--- config.mk ---
export PLATFORM = sky130hd
export DESIGN_NAME = palindrome_detect
export DESIGN_NICKNAME = d
export VERILOG_FILES = /design/src/rtl/palindrome_detect.sv
export SDC_FILE = /design/constraint.sdc
export NUM_CORES = 1
export LEC_CHECK = 0
export CORE_UTILIZATION = 30
export CTS_BUF_LIST = sky130_fd_sc_hd__clkbuf_4
export DETAILED_ROUTE_END_ITERATION = 7
export PLACE_DENSITY = 0.54
export SETUP_SLACK_MARGIN = 0.05
export SYNTH_ARGS = -nofsm -noshare
export SYNTH_HDL_FRONTEND = slang
export SYNTH_SLANG_ARGS = --single-unit
export TNS_END_PERCENT = 50
--- constraint.sdc ---
create_clock -name clk -period 3.25 [get_ports clk]
set_input_delay 0.325 -clock clk [delete_from_list [all_inputs] [get_ports clk]]
set_output_delay 0.325 -clock clk [all_outputs]
set_load 0.03 [all_outputs]
--- src/rtl/palindrome_detect.sv ---
`default_nettype none
// ============================================================================
// Module   : palindrome_detect
// Brief    : Streaming serial-bit palindrome detector over a LEN-bit sliding
//            window, with valid gating, sync clear, fill tracking and a
//            saturating hit counter.
// Revision : 1.0 - initial release
// ============================================================================
module palindrome_detect #(
    parameter int LEN   = 3,
    parameter int CNT_W = 8
) (
    input  logic             clk,
    input  logic             reset,
    input  logic             valid_i,
    input  logic             clear_i,
    input  logic             x_i,
    output logic             palindrome_o,
    output logic             window_full_o,
    output logic [CNT_W-1:0] hit_cnt_o
);

    localparam int                  c_fill_w   = $clog2(LEN);
    localparam logic [c_fill_w-1:0] c_fill_max = c_fill_w'(LEN - 1);

    logic [LEN-2:0]     r_hist;
    logic [c_fill_w-1:0] r_fill;
    logic [CNT_W-1:0]   r_hit;

    logic [LEN-1:0]     w_win;
    logic [LEN/2-1:0]   w_eq;
    logic               w_pal;
    logic               w_accept;
    logic [LEN-2:0]     w_hist_next;

    // w_win[0] is the current bit, w_win[k] the k-th most recent history bit
    assign w_win = {r_hist, x_i};

    for (genvar k = 0; k < LEN / 2; k++) begin : g_cmp
        assign w_eq[k] = (w_win[k] == w_win[LEN-1-k]);
    end

    assign w_pal    = &w_eq;
    assign w_accept = valid_i & ~clear_i;

    if (LEN == 2) begin : g_hist_len2
        assign w_hist_next = x_i;
    end else begin : g_hist_shift
        assign w_hist_next = {r_hist[LEN-3:0], x_i};
    end

    assign window_full_o = (r_fill == c_fill_max);
    assign palindrome_o  = w_accept & window_full_o & w_pal;
    assign hit_cnt_o     = r_hit;

    always_ff @(posedge clk or posedge reset) begin
        if (reset) begin
            r_hist <= '0;
            r_fill <= '0;
            r_hit  <= '0;
        end else if (clear_i) begin
            r_hist <= '0;
            r_fill <= '0;
            r_hit  <= '0;
        end else if (valid_i) begin
            r_hist <= w_hist_next;
            if (!window_full_o) begin
                r_fill <= r_fill + c_fill_w'(1);
            end
            // Saturate rather than wrap so a stuck-high count stays visible
            if (palindrome_o && !(&r_hit)) begin
                r_hit <= r_hit + CNT_W'(1);
            end
        end
    end

endmodule
`default_nettype wire

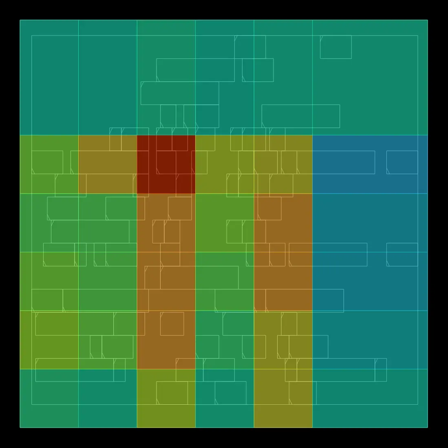
(images/congestion_map.png)
wire per inst: 11.1 µm
Overall Global Routing Usage: 13.1%
most crowded layer after global routing: met2
met2 Usage GRT: 18.6%

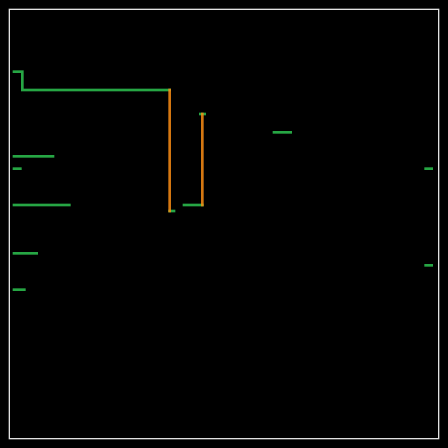
(images/layers.png)
Only two layers are drawn.
M3: drawn in green, wire length 40.2 µm. M4: drawn in orange, wire length 23.8 µm.
DRT Wirelength: 1170 µm
via count: 497

==> deck_impl_summary.md <==
Physical Implementation Snapshot

Hold path
  • Min-delay worst type: input port to async pin

Yosys
  • Post-synth EDFFs: 0
  • Async S/R FF share, synth: 100%
  • Post-Syn Nets: 69
  • Distinct lib cells: 22
  • Synthesized area: about 640 µm²
  • Main flop type: dfrtp_1

Clock network
  • Clock-pin slew on the worst setup and hold paths: around 80 ps
  • TritonCTS Sinks: 12
  • Clock Latency Late Sink: roughly 270 ps
  • CTS tree: built
  • Total CTS buffers: 3
  • PostCTS Resize Cnt: 0
  • H-tree depth: 1

Global routing
  • Initial antenna violation count: 0
  • Vias in the first global route: about 450
  • Largest net degree at the start of global routing: 15
  • First-pass GRT wire length: ~2000 µm

Layout
  • Most frequent cells in the layout: 14 x clkdlybuf4s50_1, 12 x dfrtp_1, 7 x nor2_1, 7 x a21oi_1, 4 x nand3_1
  • Non-Filler Instances: roughly 110
  • Diodes inserted: 0
  • Layout cells sized above 1: under 10%
  • Logic area: 310 µm²
  • Filler cells: 193
  • Nets: approximately 86

Critical path
  • Critical-path cell list: clkdlybuf4s50_1, and3b_1, and2_2, clkdlybuf4s50_1
  • CP Class: input port to output port
  • Worst setup path endpoint: palindrome_o
  • Critical R2R Launch: r_fill[0]
  • CP startpoint: clear_i
  • Slowest stage delay, CP: 750 ps
  • CP max stage cell: clkdlybuf4s50_1
  • Worst-path maximum fanout: 13
  • CP required: 2920 ps
  • Reg2reg setup slack: 1380 ps
  • Critical path endpoint category: output port
  • Critical path buffers and inverters: 2
  • Reg-to-reg endpoint: hit_cnt_o[5]

Power and ir drop
  • Worst VDD drop: roughly 210 µV
  • Tot Pwr: 0.286 mW
  • Leak: 0.342 nW

Place
  • I/O Buffers: 14
  • Placed cell count: 101
  • HPWL after DPL: 839 µm
  • Gpl congestion: 0.681
  • Post-placement worst setup slack: 809 ps
  • Dpl cell area: 796 µm²

Timing
  • RSZ-0062 raised after global routing: false
  • Final Cycle Share: 74.4%
  • Final Max Tran Viols: 0
  • Layout Skew: roughly 8.7 ps
  • Worst slew pin tran: approximately 530 ps
  • Slew HR: ~65%
  • Final setup TNS: 0 ps
  • Final Setup Violations: 0
  • Final WS setup: 833 ps

Drt
  • Iteration-0 DRC Markers: 4
  • DR pass1 iterations: 4
  • Post-DRT Antenna Nets: 0
  • DRC: 0
  • Vias per std cell: 4.73

Run
  • Max-Cap Viols: 0
  • OpenROAD warning count: 26

Floorplan
  • Core area: 1980 µm²
  • Die H: 48.1 µm
  • Row cnt: 16

Outcome
  • Status: finished, final reports clean
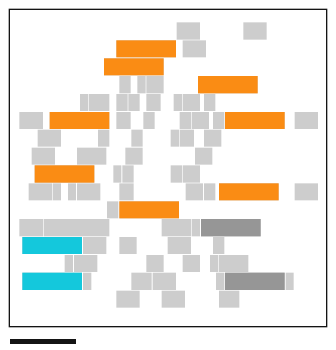
(images/ff_map.png)
The bar under the picture is 10 µm long. Other sequential cells in the stronger gray, the rest of the logic in the fainter gray.
hit_cnt_o: drawn in orange, placed flops 8. r_hist: drawn in cyan, placed flops 2.
Finished Core Util: 41.5%
flop share of the area: 36.5%
register area: 300 µm²
Seq. pwr: 0.156 mW

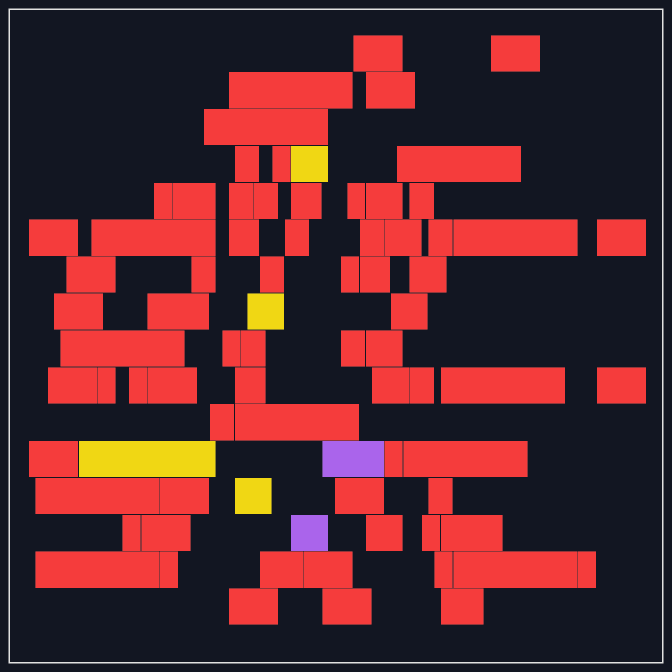
(images/sizing.png)
x2: drawn in purple, cells 2, share 2.6%. x3 and x4: drawn in yellow, cells 4, share 5.1%. x1 and smaller: drawn in red, cells 72, share 92%.
area growth from synthesis to layout: 29.1%
post-route cell area: 822 µm²
bufs w/o clock: 14

cells in the mapped netlist (2+ instances only):
cell | number | area share, %
nand2_1 | 2 | 1.2
or4_1 | 3 | 3.5
nand3_1 | 4 | 3.1
dfrtp_1 | 12 | 47
or3_1 | 3 | 2.9
inv_1 | 3 | 1.8
a21oi_1 | 7 | 5.5
ha_1 | 2 | 3.9
o31ai_1 | 3 | 3.5
o21ai_0 | 3 | 2.4
mux2i_1 | 3 | 4.7
nor2_1 | 7 | 4.1
sequential cells by signal (all words and copies together) (netlist names):
signal	cells
r_hist	2
hit_cnt_o	8
r_fill	2
where the power goes:
| group | internal (mW) | switching (mW) |
|---|---|---|
| logic | 0.0167 | 0.0191 |
| registers | 0.153 | 0.00224 |
| clock network | 0.0444 | 0.0504 |
per-stage QoR:
| step | utilization, % | hold slack (ps) |
|---|---|---|
| finish | 41.5 | 349 |
| global route | 41.5 | 416 |
| CTS | 41.5 | 364 |
| global placement | 40.2 | 512 |
| floorplan | - | 190 |
| detailed placement | 40.2 | 513 |
metal layers:
metal | wire length (µm) | global-route usage [%]
met1 | 566 | 16.9
met2 | 536 | 18.6
met3 | 40 | 3.40
met4 | 23 | 10.0
met5 | 0 | 0
kinds of logic after synthesis:
| kind of cell | Yosys count | share of synthesized area (%) |
|---|---|---|
| muxes | 3 | 4.72 |
| adders and majority gates | 2 | 3.93 |
| and+or+nand+nor | 23 | 19.6 |
| buffers and inverters | 5 | 4.12 |
| AOI/OAI and AO/OA | 14 | 13.4 |
| xor gates and xnor gates | 3 | 7.07 |
| DFF | 12 | 47.2 |
cell type report:
type                    instances  area share [%]
well taps                      27            4.11
multi-input cells              45            37.7
flip-flops and latches         12            36.5
clock buffers                   3            2.74
clock inverters                 1           0.457
repair buffers                 14            17.0
inverters                       3            1.37
Power figures rest on the tool's default switching activity, not on a simulated workload.
